Run 1, sizing map:
(6 px per µm)
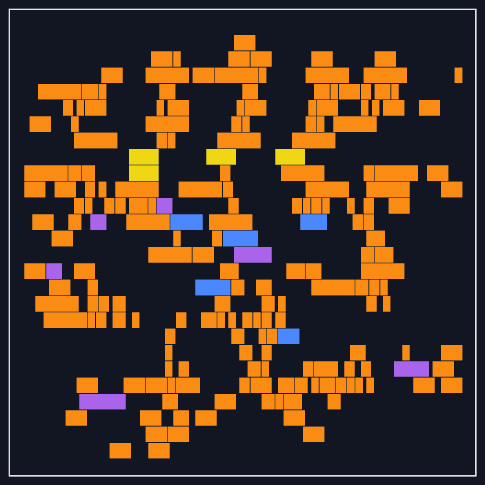
Run 1, zoomed window:
Window x 26 to 51, y 26 to 51 µm. Cells in grey, sequential cells in the stronger grey; small squares are vias.
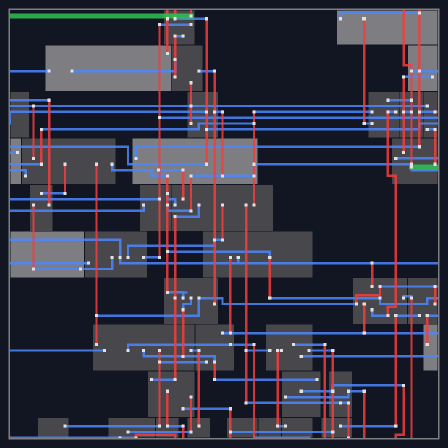
Run 1, signal wires on met2:
(4 px per µm)
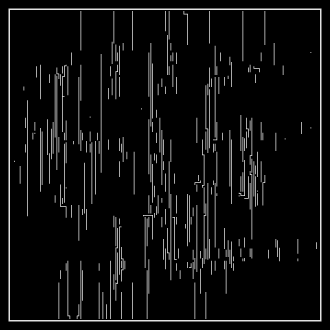
### src/rtl/alu_op_decoder.sv
// -----------------------------------------------------------------------------
// alu_op_decoder
//   Producer end of the 4-bit ALU opcode interface. It accepts RV32I
//   instruction words over a valid/ready handshake and decodes opcode,
//   funct3 and funct7/imm[11:5] into an ALU operation plus an operand-B
//   select. Results leave through a registered output stage backed by a
//   one-entry skid buffer, so in_ready never depends combinationally on
//   out_ready.
//
//   Decode latency is one cycle. Throughput is one instruction per cycle.
//
// Parameters
//   TAG_W        width of the opaque tag carried with each instruction
//
// Ports
//   clk          clock, rising edge
//   rst          synchronous active-high reset
//   in_valid     instruction word valid
//   in_ready     decoder can accept (registered, = !skid_full)
//   in_instr     RV32I instruction word
//   in_tag       passthrough tag
//   out_valid    decoded result valid
//   out_ready    consumer accepts
//   out_alu_op   ALU opcode (ADD..SRA, 0..8)
//   out_src_imm  1 = operand B is the immediate, 0 = rs2
//   out_illegal  instruction not executable by the ALU
//   out_tag      tag of the decoded instruction
//   err_sticky   sticky illegal flag
//
// Build option
//   ILLEGAL_TRAP_EN  when defined, illegal words are consumed but never
//                    presented; err_sticky latches until reset and
//                    out_illegal is tied to 0. When undefined, illegal
//                    words are forwarded with out_illegal=1 and err_sticky
//                    is tied to 0.
// -----------------------------------------------------------------------------
module alu_op_decoder #(
  parameter int TAG_W = 5
) (
  input  logic             clk,
  input  logic             rst,
  input  logic             in_valid,
  output logic             in_ready,
  input  logic [31:0]      in_instr,
  input  logic [TAG_W-1:0] in_tag,
  output logic             out_valid,
  input  logic             out_ready,
  output logic [3:0]       out_alu_op,
  output logic             out_src_imm,
  output logic             out_illegal,
  output logic [TAG_W-1:0] out_tag,
  output logic             err_sticky
);

  typedef enum logic [3:0] {
    ALU_ADD = 4'd0,
    ALU_SUB = 4'd1,
    ALU_SLT = 4'd2,
    ALU_XOR = 4'd3,
    ALU_OR  = 4'd4,
    ALU_AND = 4'd5,
    ALU_SLL = 4'd6,
    ALU_SRL = 4'd7,
    ALU_SRA = 4'd8
  } alu_op_e;

  typedef enum logic [6:0] {
    OPC_OP     = 7'b0110011,
    OPC_OP_IMM = 7'b0010011,
    OPC_LOAD   = 7'b0000011,
    OPC_STORE  = 7'b0100011,
    OPC_JALR   = 7'b1100111,
    OPC_LUI    = 7'b0110111,
    OPC_AUIPC  = 7'b0010111,
    OPC_JAL    = 7'b1101111,
    OPC_BRANCH = 7'b1100011
  } opcode_e;

  localparam logic [6:0] F7_BASE = 7'b0000000;
  localparam logic [6:0] F7_ALT  = 7'b0100000;

  typedef struct packed {
    alu_op_e          op;
    logic             src_imm;
    logic             illegal;
    logic [TAG_W-1:0] tag;
  } entry_t;

  // ---------------------------------------------------------------------------
  // Combinational decode
  // ---------------------------------------------------------------------------
  opcode_e    opc;
  logic [2:0] f3;
  logic [6:0] f7;
  alu_op_e    dec_op;
  logic       dec_imm;
  logic       dec_ill;
  entry_t     dec_entry;

  assign opc = opcode_e'(in_instr[6:0]);
  assign f3  = in_instr[14:12];
  assign f7  = in_instr[31:25];

  // Register fields and immediates play no part in ALU-op selection.
  logic unused_instr_bits;
  assign unused_instr_bits = ^{in_instr[24:15], in_instr[11:7]};

  always_comb begin
    dec_op  = ALU_ADD;
    dec_imm = 1'b0;
    dec_ill = 1'b0;
    unique case (opc)
      OPC_OP: begin
        dec_imm = 1'b0;
        unique case (f3)
          3'b000: begin
            if (f7 == F7_BASE)     dec_op = ALU_ADD;
            else if (f7 == F7_ALT) dec_op = ALU_SUB;
            else                   dec_ill = 1'b1;
          end
          3'b001: begin
            dec_op  = ALU_SLL;
            dec_ill = (f7 != F7_BASE);
          end
          3'b010: begin
            dec_op  = ALU_SLT;
            dec_ill = (f7 != F7_BASE);
          end
          3'b011: dec_ill = 1'b1;
          3'b100: begin
            dec_op  = ALU_XOR;
            dec_ill = (f7 != F7_BASE);
          end
          3'b101: begin
            if (f7 == F7_BASE)     dec_op = ALU_SRL;
            else if (f7 == F7_ALT) dec_op = ALU_SRA;
            else                   dec_ill = 1'b1;
          end
          3'b110: begin
            dec_op  = ALU_OR;
            dec_ill = (f7 != F7_BASE);
          end
          3'b111: begin
            dec_op  = ALU_AND;
            dec_ill = (f7 != F7_BASE);
          end
          default: dec_ill = 1'b1;
        endcase
      end
      OPC_OP_IMM: begin
        dec_imm = 1'b1;
        unique case (f3)
          3'b000: dec_op = ALU_ADD;
          3'b001: begin
            dec_op  = ALU_SLL;
            dec_ill = (f7 != F7_BASE);
          end
          3'b010: dec_op = ALU_SLT;
          3'b011: dec_ill = 1'b1;
          3'b100: dec_op = ALU_XOR;
          3'b101: begin
            if (f7 == F7_BASE)     dec_op = ALU_SRL;
            else if (f7 == F7_ALT) dec_op = ALU_SRA;
            else                   dec_ill = 1'b1;
          end
          3'b110: dec_op = ALU_OR;
          3'b111: dec_op = ALU_AND;
          default: dec_ill = 1'b1;
        endcase
      end
      OPC_LOAD, OPC_STORE, OPC_JALR, OPC_LUI, OPC_AUIPC, OPC_JAL: begin
        dec_op  = ALU_ADD;
        dec_imm = 1'b1;
      end
      OPC_BRANCH: begin
        dec_imm = 1'b0;
        unique case (f3)
          3'b000, 3'b001: dec_op = ALU_SUB;
          3'b100, 3'b101: dec_op = ALU_SLT;
          default:        dec_ill = 1'b1;
        endcase
      end
      default: dec_ill = 1'b1;
    endcase
    // Illegal words always present a neutral ADD with rs2 selected.
    if (dec_ill) begin
      dec_op  = ALU_ADD;
      dec_imm = 1'b0;
    end
  end

  always_comb begin
    dec_entry         = '0;
    dec_entry.op      = dec_op;
    dec_entry.src_imm = dec_imm;
    dec_entry.illegal = dec_ill;
    dec_entry.tag     = in_tag;
  end

  // ---------------------------------------------------------------------------
  // Output register + skid buffer
  // ---------------------------------------------------------------------------
  entry_t main_q;
  entry_t skid_q;
  logic   main_valid;
  logic   skid_full;
  logic   accept;
  logic   push;
  logic   main_free;

  assign in_ready  = !skid_full;
  assign accept    = in_valid && in_ready;
  assign main_free = !main_valid || out_ready;

`ifdef ILLEGAL_TRAP_EN
  // Illegal words complete the handshake but are dropped here.
  assign push = accept && !dec_ill;
`else
  assign push = accept;
`endif

  // The skid only fills while the output register is full and stalled, and
  // in_ready is low while it is full, so a skid entry and a new accept can
  // never compete for the output register on the same edge.
  always_ff @(posedge clk) begin
    if (rst) begin
      main_q     <= '0;
      skid_q     <= '0;
      main_valid <= 1'b0;
      skid_full  <= 1'b0;
    end else if (main_free) begin
      if (skid_full) begin
        main_q     <= skid_q;
        main_valid <= 1'b1;
        skid_full  <= 1'b0;
      end else if (push) begin
        main_q     <= dec_entry;
        main_valid <= 1'b1;
      end else begin
        main_valid <= 1'b0;
      end
    end else if (push) begin
      skid_q    <= dec_entry;
      skid_full <= 1'b1;
    end
  end

  assign out_valid   = main_valid;
  assign out_alu_op  = main_q.op;
  assign out_src_imm = main_q.src_imm;
  assign out_tag     = main_q.tag;

`ifdef ILLEGAL_TRAP_EN
  logic err_q;
  logic unused_main_illegal;

  always_ff @(posedge clk) begin
    if (rst) begin
      err_q <= 1'b0;
    end else if (accept && dec_ill) begin
      err_q <= 1'b1;
    end
  end

  assign err_sticky          = err_q;
  assign out_illegal         = 1'b0;
  assign unused_main_illegal = main_q.illegal;
`else
  assign err_sticky  = 1'b0;
  assign out_illegal = main_q.illegal;
`endif

endmodule

### config.mk
export PLATFORM = sky130hd
export DESIGN_NAME = alu_op_decoder
export DESIGN_NICKNAME = d
export VERILOG_FILES = /design/src/rtl/alu_op_decoder.sv
export SDC_FILE = /design/constraint.sdc
export NUM_CORES = 1
export LEC_CHECK = 0
export ABC_CLOCK_PERIOD_IN_PS = 4600
export CELL_PAD_IN_SITES_DETAIL_PLACEMENT = 0
export CELL_PAD_IN_SITES_GLOBAL_PLACEMENT = 1
export CORE_MARGIN = 2
export CORE_UTILIZATION = 25
export CTS_CLUSTER_SIZE = 12
export DETAILED_ROUTE_END_ITERATION = 12
export PLACE_DENSITY_LB_ADDON = 0.1
export SLEW_MARGIN = 40
export SYNTH_ARGS = -nofsm -noshare
export SYNTH_HDL_FRONTEND = slang
export SYNTH_SLANG_ARGS = --single-unit
export TNS_END_PERCENT = 30
### constraint.sdc
create_clock -name clk -period 4.6 [get_ports clk]
set_input_delay 1.38 -clock clk [delete_from_list [all_inputs] [get_ports clk]]
set_output_delay 1.38 -clock clk [all_outputs]
set_load 0.02 [all_outputs]
==> results.yml, run 1 <==
# implementation run metrics
sta:
  finalSetupTns_ns: 0
  setup_viol: 0
  slew_viol_final: 0
  final_hold_viol_count: 0
  worst_pin_slew_ns: 0.594
  period_minus_slack_ns: 3.25
  finClkSkew_ns: 0.00458
final_layout:
  finalInstanceArea_um2: 1840
  drive_gt1_share_pct: 7.46
  syn2layout_area_growth_pct: 36.4
  antenna_cells: 0
  nets: 243
floorplan:
  core_um2: 5170
  fp-utilization_pct: 26.1
  die_h_um: 77.5
  ioPinCount: 55
  std_cell_rows: 26
  dieWidth_um: 77.5
cts:
  clk_latency_ns: 0.26
  path_clk_slew_ns: 0.09
  numClockSinks: 24
  cts-root-buf: "clkbuf_8"
  htreeDepth: 1
placed_design:
  portBuffers: 38
  placed_cell_area_um2: 1790
  dp_hpwl_um: 2690
  gp_congestion: 0.755
pwr:
  leakage_uw: 0.000608
  peakVddDrop_v: 0.000193
  finalPower_uw: 470
setup_path:
  cp.required_ns: 4.79
  endpoint_kind: "register"
  crit_fanout: 9
  critPathKind: "in -> reg"
yosys:
  yosys-stat-area_um2: 1350
  ys_cells: 166
  ys_seq_share_pct: 35.6
  mappedNetlistArea_um2: 1350
grt:
  grt_start_max_net_pins: 21
  grt_overflow: 0
  antenna_found_initial: 0
  grtUsageMet3_pct: 3.60
routing:
  post_drt_wl_per_cell_um: 13.2
  dr.pass1.iters: 4
  avgViaCountPerCell: 4.80
  drc: 0
status:
  status: "completed"
min_path:
  hp-class: "reg -> reg"
Notes on 'sizing map' above:
- x3 and x4: purple (cells 6; share 3.0%)
- x2: blue (cells 5; share 2.5%)
- x1 and smaller: orange (cells 186; share 93%)
- x6 and larger: yellow (cells 4; share 2.0%)
Signal buffers: 41
Final WS setup: 1.35 ns

Notes on 'zoomed window' above:
- M2: red
- M3: green
- M1: blue
- sequential cells in the window: 4
- most frequent: dfxtp_1 (4), a21oi_1 (3), nand2_1 (2)
- netlist names of flops here include: skid_q (3), out_alu_op (1)
- cells with their middle in the window: 25

Notes on 'signal wires on met2' above:
- wire length on this layer: 1550 µm
- main direction: vertical
- longest straight run: 29.6 µm
- nets with wire on the layer: 194
final WL: 3590 µm
met2 Use GR: 19.1%
via count: 1301

-- run 1: state kept, by name, indices dropped and copies added, names as in the netlist --
signal       cells
skid_q          11
out_tag          5
out_alu_op       4
out_illegal      1
out_src_imm      1
out_valid        1
skid_full        1
-- run 1: worst paths after layout --
kind	start	endpoint	slack, ns	cells past startpoint
max	in_instr[26]	out_alu_op[0]$_SDFFE_PP0P_	1.35	6
min	skid_q[3]$_SDFFE_PP0P_	skid_q[3]$_SDFFE_PP0P_	0.46	2
max reg2reg	out_valid$_SDFFE_PP0N_	skid_q[10]$_SDFFE_PP0P_	3.00	5
min reg2reg	skid_q[3]$_SDFFE_PP0P_	skid_q[3]$_SDFFE_PP0P_	0.46	2
-- run 1: metal layers --
metal  routed length, µm  part of all wire (%)
met4                  23                  0.64
met5                   0                     0
met3                 175                   4.9
met1                1840                    51
met2                1550                    43
-- run 1: final cells by class --
type / count / area (µm²)
inverters: 3 / 11.3
well taps: 70 / 87.6
repair buffers: 41 / 403
multi-input cells: 129 / 806
clock buffers: 4 / 55.1
fillers: 557 / 3330
flip-flops and latches: 24 / 480
-- run 1: kinds of logic after synthesis --
logic type | synth area share, %
other | 0.278
DFF | 35.6
muxes | 3.70
buffers and inverters | 4.81
AOI/OAI and AO/OA | 27.8
and+or+nand+nor | 27.9
-- run 1: cell usage in the layout, fill, tap and decap left out, types with 2 or more instances in the layout --
cell and instances:
clkdlybuf4s50_1 38, nand2_1 24, dfxtp_1 24, a21oi_1 22, nor2_1 14, o21ai_0 8, a211oi_1 7, mux2i_1 5
nand3_1 5, nor2b_1 4, nand4_1 4, clkbuf_8 4, inv_1 3, nor3_1 3, buf_4 3, o21bai_1 2
nand2b_1 2, a32oi_1 2, nor4_1 2
-- run 1: worst max-delay path, stage by stage --
cell and delay [ns]:
clkdlybuf4s50_1 0.44, nor4_4 0.48, o221a_1 0.30, o2111a_1 0.43, o211ai_1 0.17, a211oi_2 0.23
-- run 1: metrics by stage --
step	hold WS [ns]	instances	worst slack [ns]	util, %
6_report	0.458	271	1.35	35.6
5_1_grt	0.482	271	1.20	35.6
4_1_cts	0.461	271	1.34	35.6
3_5_place_dp	0.449	267	1.06	34.6
3_3_place_gp	0.442	267	1.08	34.6
2_1_floorplan	0.432	166	1.91	-
-- run 1: report_power, final --
group          internal (µW)  switching [µW]
Clock                   76.4            67.5
Sequential               217            4.69
Combinational           50.6            53.6
Total                    344             126
-- run 1: cell usage after synthesis, types with 2 or more instances --
cell type,n,area share [%]
a21oi_1,22,8.1
nand2_1,24,6.7
nor2_1,14,3.9
nor4_1,2,0.93
nand3_1,5,1.9
buf_4,2,1.1
o21ai_0,8,3.0
o21bai_1,2,1.1
inv_1,3,0.83
nand4_1,4,1.9
mux2i_1,5,3.7
a211oi_1,7,3.9
nor3_1,3,1.1
nand2b_1,2,0.93
dfxtp_1,24,36
nor2b_1,4,1.9
clkbuf_1,5,1.4
a32oi_1,2,1.3
Run 1, track usage over the die:
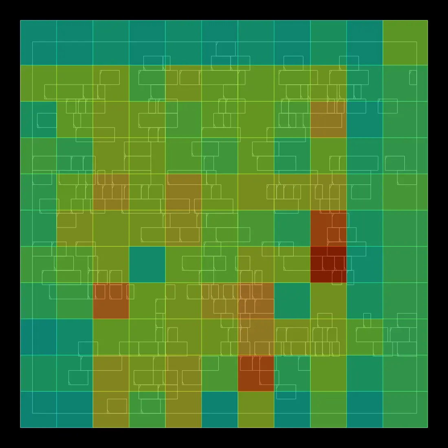

## Run 2: what changed since run 1
ABC_CLOCK_PERIOD_IN_PS = 2700   (was 4600)
clock period = 2.7 ns   (was 4.6 ns; I/O delays follow)
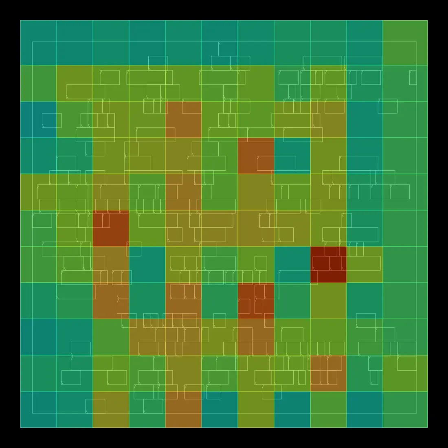
Run 2: track usage over the die
met1 Usage GRT: 18.0%
gr busiest metal: met2

==> run 2 against run 1 <==
  * Via count increased by 6.9%
  * Global-route usage decreased by 0.062 points
  * First-iteration DRC count decreased by 34%
  * Routed wire length increased by 4.5%
  * Die size unchanged
  * Utilization increased by 2.7 points
==> results.yml, run 2 <==
# implementation run metrics
status:
  status: "completed"
floorplan:
  die_h_um: 77.5
  std_cell_rows: 26
  fp-utilization_pct: 26.1
grt:
  grt_start_max_net_pins: 17
  grtUsageMet3_pct: 3.49
sta:
  slew_viol_final: 0
  setup_viol: 0
  worst_pin_slew_ns: 0.598
  finClkSkew_ns: 0.00435
  period_minus_slack_ns: 2.44
  final_hold_viol_count: 0
  final.setup.worst_slack_ns: 0.263
placed_design:
  gp_congestion: 0.789
  portBuffers: 38
  dpl.cell_count: 282
routing:
  wirelength_um: 3750
  dr.pass1.iters: 4
final_layout:
  antenna_cells: 0
  seqCellArea_um2: 480
  nets: 258
  stdcell_count: 286
  largest_register_ffs: 11
  drive_gt1_share_pct: 13.9
yosys:
  yosys-stat-area_um2: 1350
  top_cell_area_share_pct: 35.6
  synthTopCellsByCount: "dfxtp_1 (24), nand2_1 (24), a21oi_1 (22)"
setup_path:
  worstPathCellList: "clkdlybuf4s50_1 -> nor4_4 -> o221a_1 -> o2111a_1 -> buf_12 -> nand3_4 -> o41ai_2"
  regToRegSetupSlack_ns: 1.26
  cp.required_ns: 2.87
  crit_fanout: 9
  max_stage_delay_ns: 0.44
  critPathTopFamily: "AND-OR/OR-AND gates"
  cp_num_buf_inv: 2
  cp_slowest_cell: "clkdlybuf4s50_1"
cts:
  htreeDepth: 1
  numClockSinks: 24
  clk_latency_ns: 0.26
min_path:
  hp-class: "reg -> reg"
pwr:
  leakage_uw: 0.000690
  peakVddDrop_v: 0.000368
## run 2: logic make-up after synthesis
kind of cell           after synthesis  share of synthesized area (%)
AOI/OAI and AO/OA                   54                           27.8
muxes                                5                           3.70
other                                1                          0.278
DFF                                 24                           35.6
and+or+nand+nor                     69                           27.9
buffers and inverters               13                           4.81
## run 2: worst paths after layout
| path | from | to | cells after the start |
|---|---|---|---|
| worst max-delay path | in_instr[26] | skid_q[9]$_SDFFE_PP0P_ | 7 |
| worst min register to register | skid_q[3]$_SDFFE_PP0P_ | skid_q[3]$_SDFFE_PP0P_ | 2 |
| worst min-delay path | skid_q[3]$_SDFFE_PP0P_ | skid_q[3]$_SDFFE_PP0P_ | 2 |
| worst max register to register | skid_full$_SDFFE_PP0P_ | out_tag[3]$_SDFFE_PP0P_ | 6 |
## run 2: routing by layer
layer  vias to the layer above  wire [µm]
met2                        34       1640
met3                         2        189
met1                       645       1910
met4                         0         12
li1                        710          -
met5                         -          0
## run 2: metrics by stage
step / total power, µW / utilization, % / hold slack (ns) / cell area [µm²] / setup TNS (ns)
2_1_floorplan: 475 / - / 0.432 / 1350 / 0
3_3_place_gp: 577 / 37.0 / 0.443 / 1910 / -0.0270
6_report: 879 / 38.4 / 0.461 / 1980 / 0
4_1_cts: 894 / 38.4 / 0.462 / 1980 / 0
3_5_place_dp: 580 / 37.0 / 0.449 / 1910 / -0.0370
5_1_grt: 934 / 38.4 / 0.488 / 1980 / 0
## run 2: area by class of cell
class                   count  share of cell area, %
clock buffers               3                   2.08
well taps                  70                   4.41
inverters                   3                  0.567
flip-flops and latches     24                   24.2
multi-input cells         129                   40.6
repair buffers             56                   26.6
clock inverters             1                   1.51
## run 2: tightest hold or removal path: cells and delay by family, from the launching register on
family           cells  cell delay (ns)
AND/OR/NAND/NOR      1             0.05
flip-flops           1             0.32
AND-OR/OR-AND        1             0.05
## run 2: power breakdown
part / internal, µW / switching [µW]
clock network: 198 / 111
logic: 98.0 / 94.4
registers: 370 / 8.05
total: 666 / 213
Power and IR drop assume default switching activity.
